==> images/final_congestion.png <==
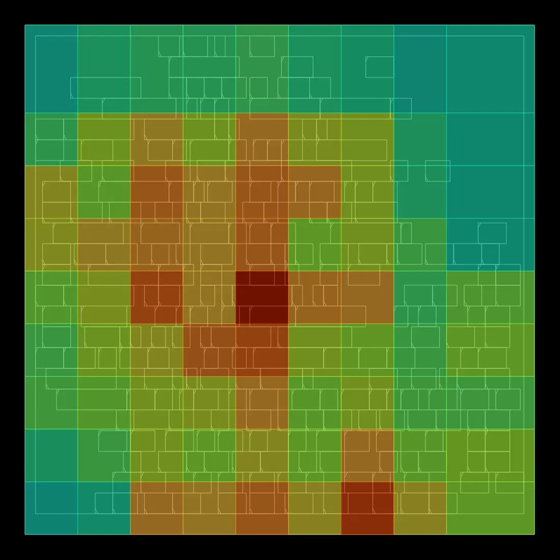
==> images/met3.png <==
Drawn at 4 px/um.
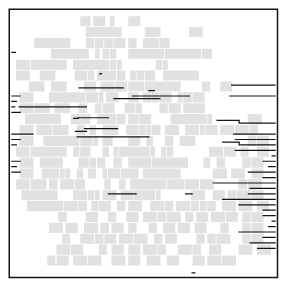
**src/rtl/imem_boot_loader.sv**
```systemverilog
// Boot sequencer: streams a program into the instruction memory from address 0 and zero-fills
// the remaining words. It then holds the CPU in run until a new load is requested.
module imem_boot_loader #(
    parameter int unsigned DEPTH  = 64,
    parameter int unsigned ADDR_W = 6,
    parameter int unsigned DATA_W = 32
) (
    input  logic              clk,
    input  logic              rst,
    input  logic              load_start,
    input  logic [ADDR_W:0]   load_len,
    input  logic              in_valid,
    input  logic [DATA_W-1:0] in_data,
    output logic              in_ready,
    output logic              mem_we,
    output logic [ADDR_W-1:0] mem_addr,
    output logic [DATA_W-1:0] mem_wdata,
    output logic              busy,
    output logic              cpu_run,
    output logic              done,
    output logic              err
);

    localparam logic [ADDR_W:0]   DepthLen = (ADDR_W + 1)'(DEPTH);
    localparam logic [ADDR_W-1:0] LastAddr = ADDR_W'(DEPTH - 1);

    typedef enum logic [1:0] {StIdle, StLoad, StFill, StRun} state_e;

    state_e            state_q;
    logic [ADDR_W-1:0] addr_q;
    logic [ADDR_W:0]   len_q;
    logic              done_q;
    logic              err_q;

    logic len_bad;
    logic last_word;

    assign len_bad   = load_len > DepthLen;
    assign last_word = ({1'b0, addr_q} + (ADDR_W + 1)'(1)) == len_q;

    always_ff @(posedge clk or negedge rst) begin
        if (!rst) begin
            state_q <= StIdle;
            addr_q  <= '0;
            len_q   <= '0;
            done_q  <= 1'b0;
            err_q   <= 1'b0;
        end else begin
            done_q <= 1'b0;
            err_q  <= 1'b0;
            unique case (state_q)
                StIdle, StRun: begin
                    if (load_start) begin
                        if (len_bad) begin
                            err_q <= 1'b1;
                        end else begin
                            addr_q  <= '0;
                            len_q   <= load_len;
                            state_q <= (load_len == '0) ? StFill : StLoad;
                        end
                    end
                end
                StLoad: begin
                    if (load_start) err_q <= 1'b1;
                    if (in_valid) begin
                        addr_q <= addr_q + ADDR_W'(1);
                        if (last_word) begin
                            // A full-depth program leaves nothing to zero-fill.
                            if (len_q == DepthLen) begin
                                state_q <= StRun;
                                done_q  <= 1'b1;
                            end else begin
                                state_q <= StFill;
                            end
                        end
                    end
                end
                StFill: begin
                    if (load_start) err_q <= 1'b1;
                    addr_q <= addr_q + ADDR_W'(1);
                    if (addr_q == LastAddr) begin
                        state_q <= StRun;
                        done_q  <= 1'b1;
                    end
                end
                default: state_q <= StIdle;
            endcase
        end
    end

    always_comb begin
        in_ready  = 1'b0;
        mem_we    = 1'b0;
        mem_addr  = '0;
        mem_wdata = '0;
        busy      = 1'b0;
        cpu_run   = 1'b0;
        unique case (state_q)
            StLoad: begin
                in_ready  = 1'b1;
                mem_we    = in_valid;
                mem_addr  = addr_q;
                mem_wdata = in_data;
                busy      = 1'b1;
            end
            StFill: begin
                mem_we   = 1'b1;
                mem_addr = addr_q;
                busy     = 1'b1;
            end
            StRun:   cpu_run = 1'b1;
            default: ;
        endcase
    end

    assign done = done_q;
    assign err  = err_q;

endmodule

```
**config.mk**
```make
export PLATFORM = sky130hd
export DESIGN_NAME = imem_boot_loader
export DESIGN_NICKNAME = d
export VERILOG_FILES = /design/src/rtl/imem_boot_loader.sv
export SDC_FILE = /design/constraint.sdc
export NUM_CORES = 1
export LEC_CHECK = 0
export CAP_MARGIN = 10
export CORE_UTILIZATION = 34
export DETAILED_ROUTE_END_ITERATION = 7
export GPL_TIMING_DRIVEN = 0
export PLACE_DENSITY = 0.84
export SYNTH_ARGS = -nofsm -noshare
export SYNTH_HDL_FRONTEND = slang
export SYNTH_SLANG_ARGS = --single-unit
```
**constraint.sdc**
```tcl
create_clock -name clk -period 2.1 [get_ports clk]
set_input_delay 0.21 -clock clk [delete_from_list [all_inputs] [get_ports clk]]
set_output_delay 0.21 -clock clk [all_outputs]
set_load 0.02 [all_outputs]
```
==> results.txt <==
run results: status finished, final reports clean, Post-synth top cells and2_1, dfrtp_1, mux2_2, TritonCTS buffer count 3, number of global-route vias before repair 1364, Tap Count approximately 50, global-route layer with the greatest usage met2, xor/xnor share 3.08%, Synth Area in Simple Gates between 30% and 40%, Req. time, crit path 2220 ps, met1 wire length around 1.7 mm, Power Sequential ~0.00033 W, Internal between 0.0005 and 0.0006 W, dominant register cell dfrtp_1, RR Endpoint state_q[1]$_DFFE_PN0P_, max-cap viol count 0, post-route insts no fill 301, Init Core Util 35.6%, Root Driver clkbuf_8, met1 usage a little under a quarter, Least-Margin Pin Slew around 750 ps, DRC viols 0, first-pass GRT wire length around 6.6 mm, Die Wd ~67 um, PortBufs approximately 86, remaining antenna violation count 0, slowest library cell on the worst path or4_4, fin nets ~300, Final clock-cell share 1.91%, Avg Cell Area, Syn about 9 um^2, CP Capture Type register, post-layout min period around 2000 ps, CTS H-tree depth 1, largest net degree at the start of global routing 18, clk slew on worst S/H paths around 70 ps, PnR worst setup slack approximately 62 ps, Setup TNS 0 ps, row count 23, total placed cells including tap cells 298, mux share 7.03%, crit path from load_len[1], Largest Register len_q, global placement routability congestion 0.835, YS chip area between 1000 and 1500 um^2, Max-Slew Margin vs Limit approximately 50%, max FFs per register 7, combinational power around 0.000095 W
Back to the opening pictures, final_congestion.png:
Util after Layout: 60.5%
Global Route Usage Sum: 19.3%

Back to the opening pictures, met3.png:
wire length on this layer	302 um
main direction	horizontal
nets with wire on the layer	46
via count: 1563
final WL: 4.25 mm
M3 GR Usage: 3.08%

Power figures rest on the tool's default switching activity, not on a simulated workload.
